$ cat src/rtl/excp_commit_pkg.sv
// rtl/excp_commit_pkg.sv - shared exception cause type, interrupt code and FSM states
package excp_commit_pkg;

    typedef struct packed {
        logic [5:0] ecode;
        logic [8:0] esubcode;
    } exception_t;

    localparam exception_t ECODE_INT = '{ecode: 6'd0, esubcode: 9'd0};

    typedef enum logic [1:0] {
        ST_IDLE,
        ST_TRAP,
        ST_FLUSH,
        ST_REDIRECT
    } state_e;

endpackage

$ cat src/rtl/excp_commit_prio.sv
// rtl/excp_commit_prio.sv - trap priority select: interrupt > exception > ertn
module excp_prio
    import excp_commit_pkg::*;
(
    input  logic       interrupt,
    input  logic       commit_excp,
    input  exception_t commit_excp_type,
    input  logic       commit_ertn,
    output logic       take_trap,
    output exception_t cause,
    output logic       is_ertn
);

    always_comb begin
        take_trap = interrupt | commit_excp | commit_ertn;
        cause     = '0;
        is_ertn   = 1'b0;
        if (interrupt) begin
            cause = ECODE_INT;
        end else if (commit_excp) begin
            cause = commit_excp_type;
        end else begin
            is_ertn = commit_ertn;
        end
    end

endmodule

$ cat src/rtl/excp_commit.sv
// rtl/excp_commit.sv - commit-stage trap sequencer; EXCP_BADV_EN enables BADV capture
module excp_commit
    import excp_commit_pkg::*;
#(
    parameter int FLUSH_CYCLES = 2
) (
    input  logic        clk,
    input  logic        reset,
    input  logic        commit_valid,
    output logic        commit_ready,
    input  logic [31:0] commit_pc,
    input  logic        commit_excp,
    input  exception_t  commit_excp_type,
    input  logic        commit_ertn,
    input  logic        commit_badv_valid,
    input  logic [31:0] commit_badv,
    input  logic        interrupt,
    input  logic [31:0] csr_pc,
    output logic        have_exception,
    output exception_t  exception_type,
    output logic        ertn,
    output logic [31:0] pc_in,
    output logic        badv_we,
    output logic [31:0] badv_data,
    output logic        flush,
    output logic        redirect_valid,
    input  logic        redirect_ready,
    output logic [31:0] redirect_pc
);

    state_e      state_q;
    logic        commit_ready_q, have_exception_q, ertn_q, flush_q, redirect_valid_q;
    exception_t  exception_type_q;
    logic [31:0] pc_q, redirect_pc_q;
    logic [3:0]  cnt_q;

    logic        take_trap, is_ertn, accept;
    exception_t  cause;

    excp_prio u_prio (
        .interrupt        (interrupt),
        .commit_excp      (commit_excp),
        .commit_excp_type (commit_excp_type),
        .commit_ertn      (commit_ertn),
        .take_trap        (take_trap),
        .cause            (cause),
        .is_ertn          (is_ertn)
    );

    // Ready is registered, so the first cycle after reset release accepts nothing.
    assign accept = (state_q == ST_IDLE) && commit_ready_q && commit_valid && take_trap;

    always_ff @(posedge clk or negedge reset) begin
        if (!reset) begin
            state_q          <= ST_IDLE;
            commit_ready_q   <= 1'b0;
            have_exception_q <= 1'b0;
            exception_type_q <= '0;
            ertn_q           <= 1'b0;
            pc_q             <= '0;
            flush_q          <= 1'b0;
            redirect_valid_q <= 1'b0;
            redirect_pc_q    <= '0;
            cnt_q            <= '0;
        end else begin
            case (state_q)
                ST_IDLE: begin
                    commit_ready_q <= 1'b1;
                    if (accept) begin
                        state_q          <= ST_TRAP;
                        commit_ready_q   <= 1'b0;
                        have_exception_q <= 1'b1;
                        exception_type_q <= cause;
                        ertn_q           <= is_ertn;
                        pc_q             <= commit_pc;
                        flush_q          <= 1'b1;
                    end
                end
                ST_TRAP: begin
                    have_exception_q <= 1'b0;
                    exception_type_q <= '0;
                    ertn_q           <= 1'b0;
                    pc_q             <= '0;
                    redirect_pc_q    <= csr_pc;
                    cnt_q            <= 4'(FLUSH_CYCLES);
                    if (FLUSH_CYCLES == 0) begin
                        state_q          <= ST_REDIRECT;
                        flush_q          <= 1'b0;
                        redirect_valid_q <= 1'b1;
                    end else begin
                        state_q <= ST_FLUSH;
                    end
                end
                ST_FLUSH: begin
                    if (cnt_q <= 4'd1) begin
                        state_q          <= ST_REDIRECT;
                        cnt_q            <= '0;
                        flush_q          <= 1'b0;
                        redirect_valid_q <= 1'b1;
                    end else begin
                        cnt_q <= cnt_q - 4'd1;
                    end
                end
                ST_REDIRECT: begin
                    if (redirect_ready) begin
                        state_q          <= ST_IDLE;
                        redirect_valid_q <= 1'b0;
                        commit_ready_q   <= 1'b1;
                    end
                end
                default: state_q <= ST_IDLE;
            endcase
        end
    end

`ifdef EXCP_BADV_EN
    logic        badv_we_q;
    logic [31:0] badv_data_q;
    logic        excp_trap;

    // Only genuine exceptions carry a faulting address; interrupts and ERTN never write BADV.
    assign excp_trap = commit_excp && !interrupt;

    always_ff @(posedge clk or negedge reset) begin
        if (!reset) begin
            badv_we_q   <= 1'b0;
            badv_data_q <= '0;
        end else if (accept) begin
            badv_we_q   <= excp_trap && commit_badv_valid;
            badv_data_q <= excp_trap ? commit_badv : 32'd0;
        end else if (state_q == ST_TRAP) begin
            badv_we_q   <= 1'b0;
            badv_data_q <= '0;
        end
    end

    assign badv_we   = badv_we_q;
    assign badv_data = badv_data_q;
`else
    logic unused_badv;
    assign unused_badv = ^{commit_badv_valid, commit_badv};
    assign badv_we     = 1'b0;
    assign badv_data   = '0;
`endif

    assign commit_ready   = commit_ready_q;
    assign have_exception = have_exception_q;
    assign exception_type = exception_type_q;
    assign ertn           = ertn_q;
    assign pc_in          = pc_q;
    assign flush          = flush_q;
    assign redirect_valid = redirect_valid_q;
    assign redirect_pc    = redirect_pc_q;

endmodule

$ cat config.mk
export PLATFORM = sky130hd
export DESIGN_NAME = excp_commit
export DESIGN_NICKNAME = d
export VERILOG_FILES = /design/src/rtl/excp_commit_pkg.sv /design/src/rtl/excp_commit_prio.sv /design/src/rtl/excp_commit.sv
export SDC_FILE = /design/constraint.sdc
export NUM_CORES = 1
export LEC_CHECK = 0
export CAP_MARGIN = 40
export CELL_PAD_IN_SITES_DETAIL_PLACEMENT = 0
export CELL_PAD_IN_SITES_GLOBAL_PLACEMENT = 1
export CORE_UTILIZATION = 29
export DETAILED_ROUTE_END_ITERATION = 6
export PLACE_DENSITY = 0.8
export SETUP_SLACK_MARGIN = 0.5
export SLEW_MARGIN = 20
export SYNTH_ARGS = -nofsm -noshare
export SYNTH_HDL_FRONTEND = slang
export SYNTH_SLANG_ARGS = --single-unit
export TNS_END_PERCENT = 20
$ cat constraint.sdc
create_clock -name clk -period 2.1 [get_ports clk]
set_clock_uncertainty 0.05 [all_clocks]
set_input_delay 0.21 -clock clk [delete_from_list [all_inputs] [get_ports clk]]
set_output_delay 0.21 -clock clk [all_outputs]
set_load 0.02 [all_outputs]
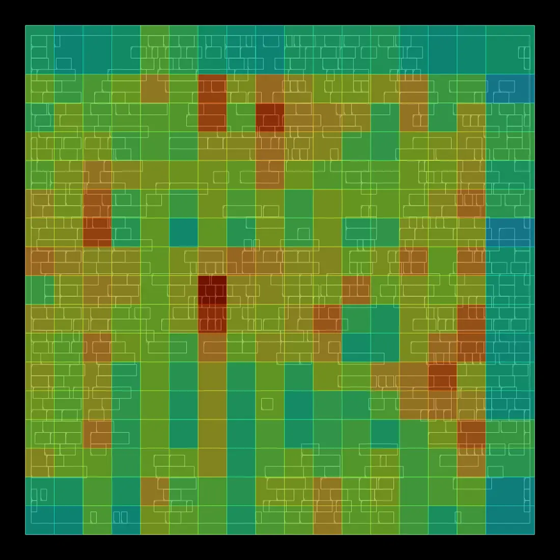
run_1/congestion_map.png
Avg WL per Cell: 15.5 µm
GRT Total Usage: 14.8%
post-layout util: 46.6%
routing usage on met2: 23.2%

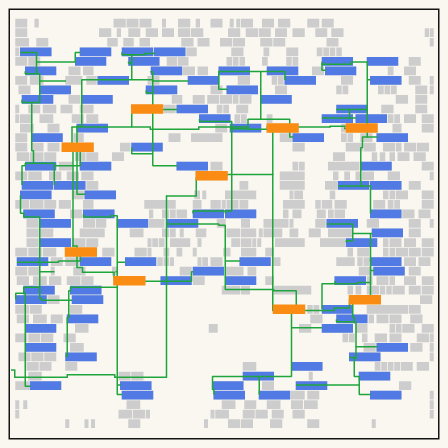
run_1/clock_wires.png
[green] clock wires | length: 1300 µm
[orange] clock-net drivers | count: 9
[blue] flip-flops | count: 90
routed clock nets: 10

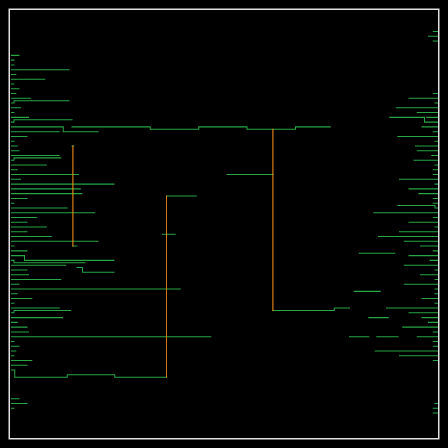
run_1/layers.png
Two of the layers only.
| color | layer | wire length |
|---|---|---|
| orange | M4 | 132 µm |
| green | M3 | 1200 µm |

==> results.toml, run 1 <==
# yosys + openroad results
[run_status]
outcome = "complete, no violations"

[synth]
async_flop_share_pct = 100
yosys.area.top_type = "dfrtp_1"
ys.flop_type = "dfrtp_1"
yosys_area_um2 = 4180
ys_top_cells_by_area = "dfrtp_1 (54%), mux2_2 (9.2%), mux2i_1 (8.1%)"
most_common_cell = "dfrtp_1"

[grt]
grt-ovfl-total = 0
busiest_layer = "met2"
grt_max_degree = 41
antenna_found_initial = 1
grt_pass1_wl_um = 16800

[layout]
layout_top_cell = "clkdlybuf4s50_1"
clkCellAreaFrac_pct = 4.40
mostFrequentLayoutCells = "clkdlybuf4s50_1 (167), dfrtp_1 (90), nand3_1 (35)"
n_all_inverters = 6
logic_gate_count = 226
comb_share_pct = 25.9
num-nets-final = 655

[route]
drt_iter0_drc = 124
route.detailed.drc = 0
ant_nets = 0

[critical_path]
ff2ff_path_depth = 6
reg2reg_to = "state_q[1]$_DFFE_PN0P_"
path_max_fanout = 3
cp_data_arrival_time_ns = 1.89
critPathLaunch = "cnt_q[0]$_DFFE_PN0P_"
critPathCapture = "state_q[1]$_DFFE_PN0P_"
cp_num_cells = 6

[placed_design]
place_area_um2 = 5980
dp_hpwl_um = 7520
dp_slack_ns = 0.145

[timing]
fin_ws_ns = 0.385
setup_tns_ns = 0
hold_viol = 0
rsz0062_at_grt = "yes"
clock.fmax_mhz = 583

[power_and_ir_drop]
powerDensity_nw_per_um2 = 1520
power.leakage_nw = 2.92

[clock_network]
cts_resized = 8
clockBufferDepth = 2
cts_tree = "built"

[floorplanning]
row_count = 43
die_width_um = 122
die_h_um = 122
ios = 236

[job]
warning_count = 67
cap_violations = 0
-- run 1: state kept, by name (all words and copies together), names as in the netlist --
signal	cells
cnt_q	4
commit_ready	1
ertn	1
exception_type	15
flush	1
have_exception	1
pc_in	32
redirect_pc	32
redirect_valid	1
state_q	2
-- run 1: where the power goes --
part	total (mW)	internal, mW	switching (mW)
registers	2.98	2.49	0.487
clock network	1.59	0.945	0.644
logic	5.36	2.76	2.60
-- run 1: cell families (layout without fill, tap and decap cells) --
family          Yosys count  after routing  share of synthesized area [%]
fa+ha+maj                 7              7                           2.09
flops                    90             90                           53.9
other cells               1             33                         0.0897
simple gates             55             55                           7.09
compound gates           63             63                           9.43
mux                      68             68                           17.3
buf+inv                  61            217                           10.1
## Run 2: what changed since run 1
--- a/config.mk
+++ b/config.mk
@@ -8,9 +8,9 @@
 export CAP_MARGIN = 40
 export CELL_PAD_IN_SITES_DETAIL_PLACEMENT = 0
 export CELL_PAD_IN_SITES_GLOBAL_PLACEMENT = 1
-export CORE_UTILIZATION = 29
+export CORE_UTILIZATION = 26
 export DETAILED_ROUTE_END_ITERATION = 6
-export PLACE_DENSITY = 0.8
+export PLACE_DENSITY = 0.75
 export SETUP_SLACK_MARGIN = 0.5
 export SLEW_MARGIN = 20
 export SYNTH_ARGS = -nofsm -noshare
==> constraint.sdc (replaced) <==
create_clock -name clk -period 1.4 [get_ports clk]
set_clock_uncertainty 0.05 [all_clocks]
set_input_delay 0.14 -clock clk [delete_from_list [all_inputs] [get_ports clk]]
set_output_delay 0.14 -clock clk [all_outputs]
set_load 0.02 [all_outputs]
==> results.toml, run 2 <==
# yosys + openroad results
[run_status]
outcome = "finished with violations"
violations = "negative setup slack"

[route]
ant_nets = 0
route.detailed.drc = 0
drt_iter0_drc = 104

[timing]
fin_ws_ns = -0.241
rsz0062_at_grt = "yes"
finalSetupViolCount = 88
clock.fmax_mhz = 610

[synth]
ys_sh_mux_pct = 17.3
simple_gate_share_pct = 7.09
most_common_cell = "dfrtp_1"
ys.flop_type = "dfrtp_1"
ys_top_cells_by_area = "dfrtp_1 (54%), mux2_2 (9.2%), mux2i_1 (8.1%)"
yosys_area_um2 = 4180
yosys.area.top_type = "dfrtp_1"

[clock_network]
clockBufferDepth = 2
cts_resized = 518

[floorplanning]
die_h_um = 129
ios = 236

[layout]
mostFrequentLayoutCells = "dfrtp_1 (90), buf_6 (85), clkdlybuf4s50_1 (84), o21ai_1 (37), nand3_1 (35)"
num-nets-final = 677
layout_top_cell = "dfrtp_1"

[critical_path]
cp_data_arrival_time_ns = 1.82
cp_num_cells = 7
critPathLaunch = "state_q[0]$_DFFE_PN0P_"

[power_and_ir_drop]
power.leakage_nw = 3.37
powerDensity_nw_per_um2 = 2320

[grt]
antenna_found_initial = 0

[placed_design]
dp_slack_ns = -0.459
-- run 2: kinds of logic after synthesis --
family | count (synthesis)
compound gates | 63
fa+ha+maj | 7
buf+inv | 61
other cells | 1
simple gates | 55
flops | 90
mux | 68
-- run 2: area by class of cell --
cell class,instances,area [µm²]
clock buffer,12,267
multi-input combinational,226,1810
sequential,90,2250
fill,1411,8310
timing repair buffer,218,2430
tap,211,264
clock inverter,4,72.6
inverter,6,25.0
-- run 2: power by group --
group          leakage (nW)  switching [mW]  internal, mW
clock network         0.165           0.984          1.71
registers              1.12           0.936          3.74
logic                  2.08            4.10          5.02
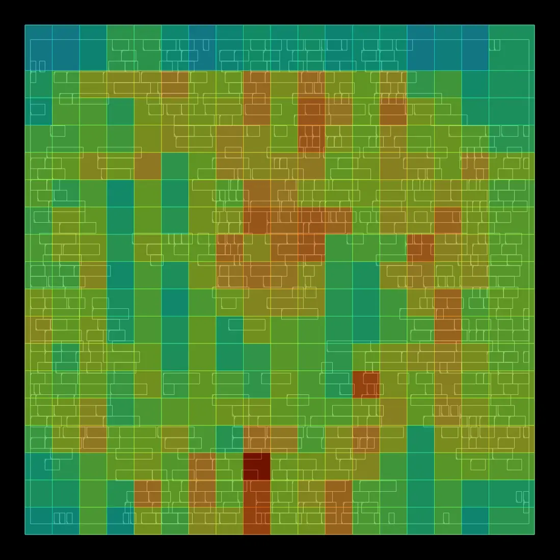
run_2/congestion_map.png
post-layout util: 46.1%
routing usage on met2: 23.8%

## Run 3: what changed since run 2
--- a/config.mk
+++ b/config.mk
@@ -5,7 +5,6 @@
 export SDC_FILE = /design/constraint.sdc
 export NUM_CORES = 1
 export LEC_CHECK = 0
-export CAP_MARGIN = 40
 export CELL_PAD_IN_SITES_DETAIL_PLACEMENT = 0
 export CELL_PAD_IN_SITES_GLOBAL_PLACEMENT = 1
 export CORE_UTILIZATION = 26
==> results.toml, run 3 <==
# yosys + openroad results
[power_and_ir_drop]
p_int_mw = 10.5
p_switching_mw = 6.02
sw_frac_of_total_pct = 36.5
power_leader = "combinational cells"
pwr-share-comb_pct = 55.3
p_seq_share_pct = 28.4
powerDensity_nw_per_um2 = 2320
clkPwrFrac_pct = 16.3

[layout]
layout_top_cell = "dfrtp_1"
sh_seq_area_pct = 31.6
clkCellAreaFrac_pct = 4.76
area_share_nonclk_buffers_pct = 34.1
num-nets-final = 677
nFillCells = 1411
mostFrequentLayoutCells = "dfrtp_1 (90), buf_6 (85), clkdlybuf4s50_1 (84), o21ai_1 (37), nand3_1 (35)"
seq_area_um2 = 2250
n_all_inverters = 6
logic_gate_count = 226

[placed_design]
place_area_um2 = 6240
dp_hpwl_um = 7850

[timing]
rsz0062_at_grt = "yes"
fin_ws_ns = -0.241
finalSetupViolCount = 88
hold_viol = 0

[synth]
ys_sh_mux_pct = 17.3
ys_sh_aoi_pct = 9.43
xor_area_share_pct = 0
logic_family = "multiplexers"
ys.flop_type = "dfrtp_1"

[clock_network]
clockBufferDepth = 2

[floorplanning]
ios = 236
die_h_um = 129
die_width_um = 129
row_count = 45

[grt]
antenna_found_initial = 0
grt_max_degree = 42
met2_usage_pct = 23.8

[route]
route.detailed.drc = 0
ant_nets = 0
drt_iter0_drc = 104

[critical_path]
path_max_fanout = 4
cp_data_arrival_time_ns = 1.82

[run_status]
outcome = "finished with violations"
violations = "negative setup slack"

[job]
cap_violations = 0
-- run 3: cell counts in the layout (fill, tap and decap cells not counted) --
No cell type changed its count.
-- run 3: path summary, 6_finish.rpt --
path | from | end | slack [ns] | depth (start not counted)
worst max-delay path | state_q[0]$_DFFE_PN0P_ | state_q[1]$_DFFE_PN0P_ | -0.24 | 7
worst min-delay path | reset | pc_in[26]$_DFFE_PN0P_ | 0.22 | 2
worst max register to register | state_q[0]$_DFFE_PN0P_ | state_q[1]$_DFFE_PN0P_ | -0.24 | 7
worst min register to register | exception_type[5]$_DFFE_PN0P_ | exception_type[5]$_DFFE_PN0P_ | 0.47 | 1
max in group asynchronous | reset | redirect_pc[29]$_DFFE_PN0P_ | 0.59 | 3
min in group clk | csr_pc[28] | redirect_pc[28]$_DFFE_PN0P_ | 0.35 | 2
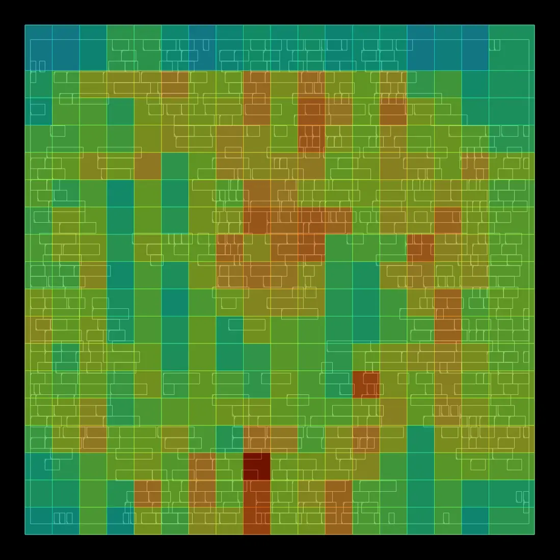
run_3/congestion_map.png
busiest metal layer after global routing: met2
met3 Use GR: 5.82%
Avg WL per Cell: 15.1 µm
GR Util met1: 16.9%
GRT Total Usage: 14.3%

No activity file was given, so power comes from the tool's default toggle rates.
